File: config.mk
export PLATFORM = sky130hd
export DESIGN_NAME = booth_mul_seq
export DESIGN_NICKNAME = d
export VERILOG_FILES = /design/src/rtl/booth_mul_seq.sv
export SDC_FILE = /design/constraint.sdc
export NUM_CORES = 1
export LEC_CHECK = 0
export ABC_AREA = 1
export CORE_MARGIN = 2
export CORE_UTILIZATION = 30
export DETAILED_ROUTE_END_ITERATION = 10
export SYNTH_ARGS = -nofsm -noshare
export SYNTH_HDL_FRONTEND = slang
export SYNTH_SLANG_ARGS = --single-unit
File: constraint.sdc
create_clock -name clk -period 1.9 [get_ports clk]
set_clock_uncertainty 0.1 [all_clocks]
set_input_delay 0.38 -clock clk [delete_from_list [all_inputs] [get_ports clk]]
set_output_delay 0.38 -clock clk [all_outputs]
set_load 0.05 [all_outputs]
File: src/rtl/booth_mul_seq.sv
// rtl/booth_mul_seq.sv - sequential radix-4 Booth multiplier controller feeding an external 2*WIDTH adder
module booth_mul_seq #(
   parameter int WIDTH = 32
) (
   input  logic                 clk,
   input  logic                 rst_n,
   input  logic                 in_valid,
   output logic                 in_ready,
   input  logic [WIDTH-1:0]     in_a,
   input  logic [WIDTH-1:0]     in_b,
   output logic                 out_valid,
   input  logic                 out_ready,
   output logic [2*WIDTH-1:0]   product,
   output logic [2*WIDTH-1:0]   add_a,
   output logic [2*WIDTH-1:0]   add_b,
   output logic                 add_ci,
   input  logic [2*WIDTH-1:0]   add_s
);

   localparam int ITER = WIDTH / 2;
   localparam int AW   = 2 * WIDTH;
   localparam int CW   = (ITER > 1) ? $clog2(ITER) : 1;

   typedef enum logic [1:0] {
      IDLE = 2'd0,
      RUN  = 2'd1,
      DONE = 2'd2
   } state_t;

   state_t          state;
   state_t          state_next;
   logic [AW-1:0]   acc;
   logic [AW-1:0]   mcand;
   logic [WIDTH:0]  mplier;
   logic [CW-1:0]   cnt;
   logic            last_iter;

   logic            dig_neg;
   logic            dig_one;
   logic            dig_two;
   logic [AW-1:0]   pp;

   assign in_ready  = (state == IDLE);
   assign out_valid = (state == DONE);
   assign last_iter = (cnt == CW'(ITER - 1));

   always_ff @(posedge clk or negedge rst_n) begin
      if (!rst_n) begin
         state <= IDLE;
      end else begin
         state <= state_next;
      end
   end

   always_comb begin
      state_next = state;
      case (state)
         IDLE:    if (in_valid) state_next = RUN;
         RUN:     if (last_iter) state_next = DONE;
         DONE:    if (out_ready) state_next = IDLE;
         default: state_next = IDLE;
      endcase
   end

   // Booth digit from the current overlapping triplet {b[2i+1], b[2i], b[2i-1]}
   always_comb begin
      dig_neg = mplier[2];
      dig_one = 1'b0;
      dig_two = 1'b0;
      case (mplier[2:0])
         3'b001, 3'b010, 3'b101, 3'b110: dig_one = 1'b1;
         3'b011, 3'b100:                 dig_two = 1'b1;
         default:                        ;
      endcase
   end

   always_comb begin
      pp = '0;
      if (dig_two) begin
         pp = {mcand[AW-2:0], 1'b0};
      end else if (dig_one) begin
         pp = mcand;
      end
   end

   // Subtraction is ~pp + 1, with the +1 carried on the adder's carry-in
   always_comb begin
      add_a  = acc;
      add_b  = '0;
      add_ci = 1'b0;
      if ((state == RUN) && (dig_one || dig_two)) begin
         add_b  = dig_neg ? ~pp : pp;
         add_ci = dig_neg;
      end
   end

   always_ff @(posedge clk or negedge rst_n) begin
      if (!rst_n) begin
         acc     <= '0;
         mcand   <= '0;
         mplier  <= '0;
         cnt     <= '0;
         product <= '0;
      end else begin
         case (state)
            IDLE: begin
               if (in_valid) begin
                  mcand  <= {{WIDTH{in_a[WIDTH-1]}}, in_a};
                  mplier <= {in_b, 1'b0};
                  acc    <= '0;
                  cnt    <= '0;
               end
            end
            RUN: begin
               acc    <= add_s;
               mcand  <= mcand << 2;
               mplier <= {{2{mplier[WIDTH]}}, mplier[WIDTH:2]};
               cnt    <= cnt + CW'(1);
               if (last_iter) begin
                  product <= add_s;
               end
            end
            default: ;
         endcase
      end
   end

endmodule
==> reports/writeup.txt <==
No sink is reached through more buffers than the 3 on the longest clock path. The critical path starts at mplier[1]$_DFFE_PN0P_. The number of buffers added for setup after CTS is 7. Among all cell types in the netlist, the one instantiated most often is nand2_1.

The final reports fail on negative setup slack. Once placement completed, the tool counted placed cells totaling 2129. The global routing report lists combined usage of all routing layers as 18.2%.

Routed signal wires occupy layers up through met4. The tools report the total of endpoints with negative setup slack in the final report as 65. After synthesis the netlist holds a flip-flop and latch count of 231. According to the tapcell log, the count of inserted taps is 468. The number of vias per cell after detailed routing works out to 4.73. The worst max-slew margin expressed relative to the limit is 62.0%. With the critical path's largest stage delay at 0.45 ns, the OpenROAD warning count is 31. The die is 195 um tall. I/O pin count: 327. Once detail routing completed, the nets flagged for antenna violations numbered 0. Once the floorplan was initialized, standard cells occupied 30.2% of the core. Counting the fill cells in the layout gives 3444. Registers represent a cell area share of 33.1%.

After routing, the total negative slack on setup checks comes to -45.29 ns. Entering global routing, the biggest net connects 108 pins. For the worst reg-to-reg path, the startpoint reported by OpenROAD is cnt[0]$_DFFE_PN0P_. Counting endpoints that fail hold in the final report gives 0. The site row count came out at 70.

In the layout the commonest cells are nand2_1 (496), dfrtp_1 (228), buf_4 (143), clkdlybuf4s50_1 (130), nand3_1 (95). The run finished, with violations left. The run gives -0.756 ns as the setup slack of the critical path after layout. The logs give 0 for the initial antenna violation count and 1524 for the number of nets at floorplan. The cell count after synthesis came out at 1391.

The global route stage reports its total congestion overflow as 0. Once iteration 0 of detailed routing completed, the report listed 568 DRC markers. The run gives 30.0% as the global-route met2 utilization. Counting instances in the post-synthesis netlist gives the leading cell types as nand2_1 (607), dfrtp_1 (231), nor2_1 (134), nand3_1 (97), inv_1 (57). The first detailed-routing pass took 5 iterations. Counting only logic cells after layout, the most numerous master is nand2_1. The clock network area share is 5.33%. Main flop type after synthesis: dfrtp_1.

The tally of buffers added on design ports was 326; the register area was 5790 um2. Max fanout on the critical path was recorded as 6. The worst setup path endpoint is add_b[5].

met1 track demand over resource after global routing is 24.0%. The run gives 57 as the quantity of gates resized following cts. Setup slack after placement: -0.238 ns. Ranked by total area, the top cell class in this layout is registers.

After the flow finishes, the layout carries non-filler instances totaling 2192. STA puts the critical path data arrival time at 2.18 ns. The run gives 10075 as the via count of the first global-routing pass. By area the synthesized netlist is led by dfrtp_1 (53%), nand2_1 (21%), nor2_1 (4.6%).

The tools report the sequential fraction of the synthesis area as 52.6%. Summing every instance area after synthesis gives 11000 um2. The cell family contributing the most delay on the critical path is simple AND/OR/NAND/NOR gates.

Summed over all nets, wire length on met3 after detailed routing comes to 2600 um. The fmax is 376 MHz, and the number of enable-type register cells in the synthesized netlist is 0. The logs give 26 for the clock buffer count from CTS and 0 for the max-cap violation count.

Counting pins that exceed their max-slew limit in the final report gives 0.
[registers in the layout (all words and copies together) (netlist names)]
signal / count
add_a: 64
cnt: 4
mcand: 64
mplier: 33
product: 64
state: 2
[kinds of logic after synthesis]
group	Yosys count	share of synthesized area, %
and+or+nand+nor	843	30.1
DFF	231	52.6
buffers and inverters	158	6.72
AOI/OAI and AO/OA	156	10.3
xor gates and xnor gates	2	0.159
adders and majority gates	1	0.114
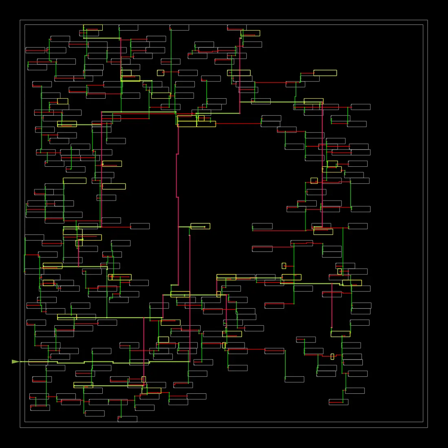
**Above:** clock routing.
insertion delay of the later-clocked pin in the worst-skew pair: 0.54 ns
layout clock buffer count: 34
clock sinks: 231
sequential cell count: 231

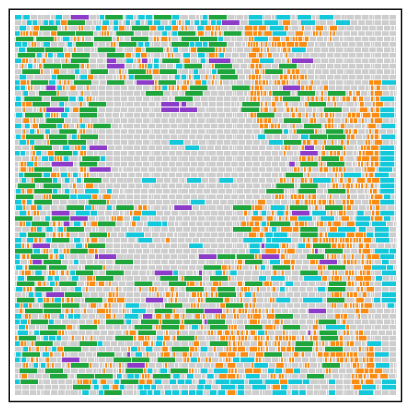
**Above:** placed cells, one color a class.
(2 px per um) Fill, decap, tap and diode cells in gray.
| color | class | cells | share of their area |
|---|---|---|---|
| cyan | other buffers and delay cells | 382 | 27% |
| orange | all other logic | 1064 | 33% |
| purple | clock drivers and dummy loads | 47 | 5.5% |
| green | flip-flops | 231 | 34% |

